### config.mk
export PLATFORM = sky130hd
export DESIGN_NAME = serial_bit_tx
export DESIGN_NICKNAME = d
export VERILOG_FILES = /design/src/rtl/serial_tx_pkg.sv /design/src/rtl/serial_bit_tx.sv
export SDC_FILE = /design/constraint.sdc
export NUM_CORES = 1
export LEC_CHECK = 0
export CORE_MARGIN = 1.5
export CORE_UTILIZATION = 42
export DETAILED_ROUTE_END_ITERATION = 16
export PLACE_DENSITY = 0.73
export SLEW_MARGIN = 15
export SYNTH_ARGS = -nofsm -noshare
export SYNTH_HDL_FRONTEND = slang
export SYNTH_SLANG_ARGS = --single-unit
### constraint.sdc
create_clock -name clk -period 1.8 [get_ports clk]
set_clock_uncertainty 0.2 [all_clocks]
set_input_delay 0.18 -clock clk [delete_from_list [all_inputs] [get_ports clk]]
set_output_delay 0.18 -clock clk [all_outputs]
set_load 0.01 [all_outputs]
### src/rtl/serial_tx_pkg.sv
// Shared types and constants for the serial bit transmitter.
// Holds the FSM state encoding and the bit-order selector values.
package serial_tx_pkg;

    typedef enum logic [1:0] {
        ST_IDLE  = 2'd0,
        ST_SHIFT = 2'd1,
        ST_GAP   = 2'd2
    } state_t;

    localparam bit DIR_MSB = 1'b1;
    localparam bit DIR_LSB = 1'b0;

    localparam int GAP_CNT_W = 8;

endpackage

### src/rtl/serial_bit_tx.sv
// Parallel-to-serial transmitter feeding the pattern-detector FSMs.
// Ports: clk, reset (sync, active-high); data_in/data_valid/data_ready
// word handshake; bit_en slot tick; out serial stream (registered);
// busy, frame_done pulse, det_expect golden "11" detect flag.
module serial_bit_tx
    import serial_tx_pkg::*;
#(
    parameter int WIDTH     = 8,
    parameter bit MSB_FIRST = DIR_MSB,
    parameter int GAP_BITS  = 0,
    parameter bit IDLE_BIT  = 1'b0
) (
    input  logic             clk,
    input  logic             reset,
    input  logic [WIDTH-1:0] data_in,
    input  logic             data_valid,
    output logic             data_ready,
    input  logic             bit_en,
    output logic             out,
    output logic             busy,
    output logic             frame_done,
    output logic             det_expect
);

    localparam int CW = (WIDTH > 1) ? $clog2(WIDTH) : 1;
    localparam logic [CW-1:0] BIT_LAST = CW'(WIDTH - 1);
    localparam logic [GAP_CNT_W-1:0] GAP_LAST =
        (GAP_BITS > 0) ? GAP_CNT_W'(GAP_BITS - 1) : '0;

    state_t                 state;
    state_t                 state_nxt;
    logic [WIDTH-1:0]       shreg;
    logic [CW-1:0]          bit_cnt;
    logic [GAP_CNT_W-1:0]   gap_cnt;
    logic                   prev_bit;

    logic                   accept;
    logic                   last_tick;
    logic                   gap_end;
    logic                   load_bit;
    logic [WIDTH-1:0]       load_rest;
    logic                   next_bit;
    logic [WIDTH-1:0]       next_rest;

    assign data_ready = (state == ST_IDLE) && !reset;
    assign accept     = data_valid && data_ready;
    assign busy       = (state != ST_IDLE);

    assign last_tick = (state == ST_SHIFT) && bit_en
                    && (bit_cnt == BIT_LAST);
    assign gap_end   = (state == ST_GAP) && bit_en
                    && (gap_cnt == GAP_LAST);

    // Pulses in the cycle whose bit_en retires the last bit, so the
    // IDLE cycle that follows is the earliest next accept.
    assign frame_done = last_tick && !reset;
    assign det_expect = prev_bit & out;

    // shreg holds the bits not yet on out, aligned so the next one
    // always sits at the end selected by the bit order.
    always_comb begin
        load_bit  = MSB_FIRST ? data_in[WIDTH-1] : data_in[0];
        load_rest = MSB_FIRST ? (data_in << 1) : (data_in >> 1);
        next_bit  = MSB_FIRST ? shreg[WIDTH-1] : shreg[0];
        next_rest = MSB_FIRST ? (shreg << 1) : (shreg >> 1);
    end

    always_ff @(posedge clk) begin
        if (reset) begin
            state <= ST_IDLE;
        end else begin
            state <= state_nxt;
        end
    end

    always_comb begin
        state_nxt = state;
        case (state)
            ST_IDLE: begin
                if (accept) begin
                    state_nxt = ST_SHIFT;
                end
            end
            ST_SHIFT: begin
                if (last_tick) begin
                    state_nxt = (GAP_BITS > 0) ? ST_GAP : ST_IDLE;
                end
            end
            ST_GAP: begin
                if (gap_end) begin
                    state_nxt = ST_IDLE;
                end
            end
            default: state_nxt = ST_IDLE;
        endcase
    end

    always_ff @(posedge clk) begin
        if (reset) begin
            out      <= IDLE_BIT;
            prev_bit <= 1'b0;
            shreg    <= '0;
            bit_cnt  <= '0;
            gap_cnt  <= '0;
        end else begin
            case (state)
                ST_IDLE: begin
                    if (accept) begin
                        prev_bit <= out;
                        out      <= load_bit;
                        shreg    <= load_rest;
                        bit_cnt  <= '0;
                    end
                end
                ST_SHIFT: begin
                    if (bit_en) begin
                        prev_bit <= out;
                        if (bit_cnt == BIT_LAST) begin
                            out     <= IDLE_BIT;
                            gap_cnt <= '0;
                        end else begin
                            out     <= next_bit;
                            shreg   <= next_rest;
                            bit_cnt <= bit_cnt + CW'(1);
                        end
                    end
                end
                ST_GAP: begin
                    if (bit_en) begin
                        prev_bit <= out;
                        out      <= IDLE_BIT;
                        if (gap_cnt != GAP_LAST) begin
                            gap_cnt <= gap_cnt + GAP_CNT_W'(1);
                        end
                    end
                end
                default: ;
            endcase
        end
    end

endmodule

==> qor.rpt <==
================================================================================
Top Ports .........................................................           17
DP Area ...........................................................   867.1 um^2
Clock Pin Slew Worst Setup and Hold Paths .........................      0.09 ns
Top metal layer carrying routed signals ...........................         met4
Setup TNS .........................................................         0 ns
Die ar. ...........................................................    1855 um^2
Top class by area .................................................  logic gates
Time the worst path needs with I/O delays and setup ...............     1.703 ns
Buffers & Inverters on Critical Path ..............................            1
Final total power .................................................    0.6152 mW
Antenna-violating nets left .......................................            0
Slowest cell on the critical path ................................. sky130_fd_sc_hd__clkdlybuf4s50_1
WHS Path Cells ....................................................            3
Top cells by area ................................................. sky130_fd_sc_hd__dfxtp_1 39%, sky130_fd_sc_hd__a32oi_1 16%, sky130_fd_sc_hd__a21oi_1 5.9%
Final global-route overflow total .................................            0
Fraction of met1 tracks used by global routing ....................       22.98%
Sequential power share ............................................        51.1%
Worst hold margin .................................................    0.2762 ns
Fraction of cell area in non-clock buffers ........................       23.18%
Path depth of the worst reg2reg path ..............................            6
Fraction of area in clock buffers and inverters ...................       2.933%
Post-synthesis average cell area ..................................   9.113 um^2
Largest reg by FF count ...........................................        shreg
Most instantiated library cell after synthesis .................... sky130_fd_sc_hd__dfxtp_1
TritonCTS clock tree ..............................................        built
Commonest cells after routing, fill and taps aside ................ 15 x sky130_fd_sc_hd__clkdlybuf4s50_1, 12 x sky130_fd_sc_hd__a32oi_1, 11 x sky130_fd_sc_hd__dfxtp_1
Most crowded layer after global routing ...........................         met2
Placer's final routability congestion estimate ....................       0.7332
Amount of wire on met3 after detailed routing .....................       113 um
Maximum level of the CTS H-tree ...................................            1
Multiplexer area fraction after synthesis .........................       4.638%
Setup-failing EPs final ...........................................            0
Placed instance count .............................................          107
Run status ........................................................ finished clean
Combinational share of power ......................................        18.6%
Chip area line of the yosys report ................................   674.4 um^2
Logic cell area ...................................................   364.1 um^2
Final worst setup slack ...........................................   0.09677 ns
Ratio of final minimum period to clock period .....................       94.62%
Tally of OpenROAD warnings ........................................           26
Number of cell rows ...............................................           14
Internal power of the cells .......................................    0.4498 mW
Setup repair after global routing missed its margin ...............           no
Adder and majority gate portion of the synthesized area ...........       3.711%
Max Clock Freq ....................................................   0.5871 GHz
Fraction of final layout cells with drive strength greater than 1 .       20.00%
================================================================================
Selected gate families:
Bar = 10 um.
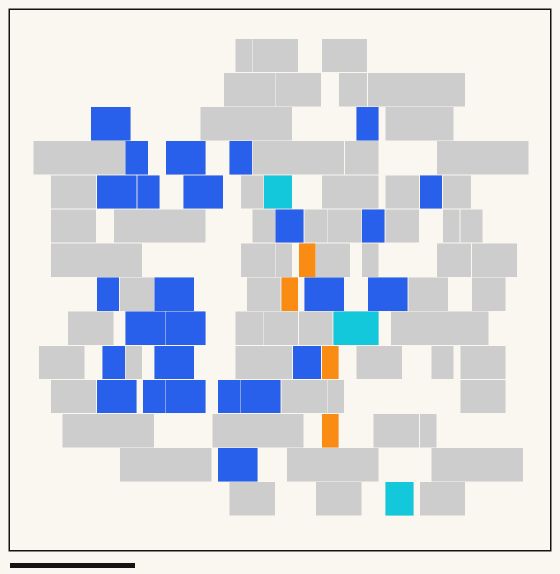
orange -> inv cells  # cells 4, where middle
cyan -> and/or cells  # cells 3
blue -> aoi and oai cells  # cells 26
Final Instance Count excl. Fillers: 111
logic share of the area: 40.64%
highest-count logic cell in the final layout: sky130_fd_sc_hd__clkdlybuf4s50_1

Clock routing:
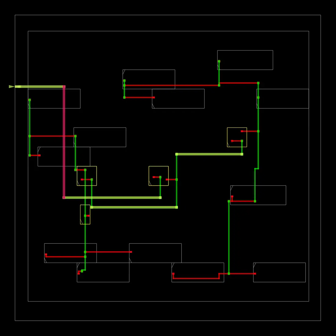
num sequential: 13
total clock buffers created by CTS: 3
worst-skew pair later-pin latency: 0.29 ns
number of clock sinks seen by CTS: 13

Sequential cells colored by netlist name:
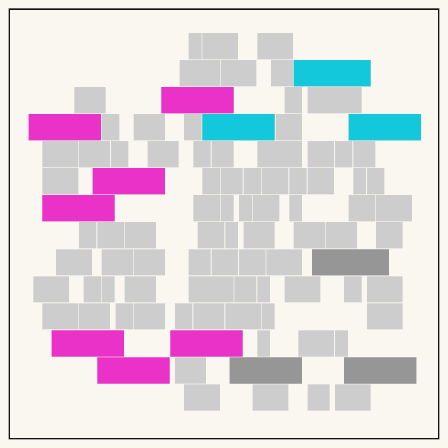
magenta -> `shreg`  # flops 7
cyan -> `bit_cnt`  # flops 3
not colored = 3
Seq. cell area: 262.8 um^2
power attributed to sequential cells: 0.314 mW
register fraction of the total cell area: 29.33%
end-of-flow core utilization: 59.47%

I/O pins on the die edge:
Pins as bars across the die edge, other pins in gray.
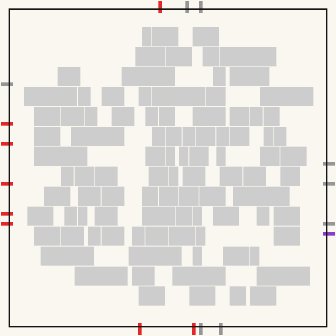
purple -> `reset`  # pins 1, direction input, edge right
red -> `data_in`  # pins 8, direction input, edge 5 left, 2 bottom, 1 top
Port-buffer cells: 16
die boundary width: 43.07 um
Die Span Y: 43.07 um

Metal layers overlaid:
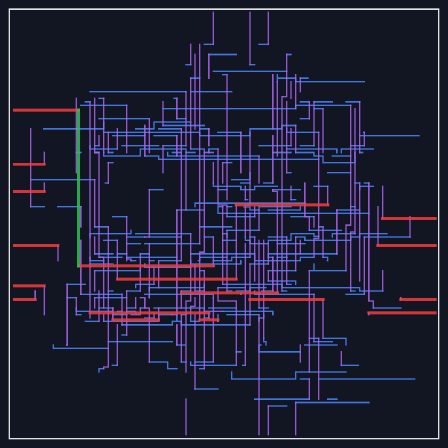
green -> M4  # wire length 15.6 um
purple -> M2  # wire length 740 um
blue -> M1  # wire length 655 um
red -> M3  # wire length 113 um
gr usage total: 17.59%
total number of vias: 672
overall routed net length: 1.524 mm
drt wl/cell: 13.73 um

Power is estimated from default activity; no workload was simulated.
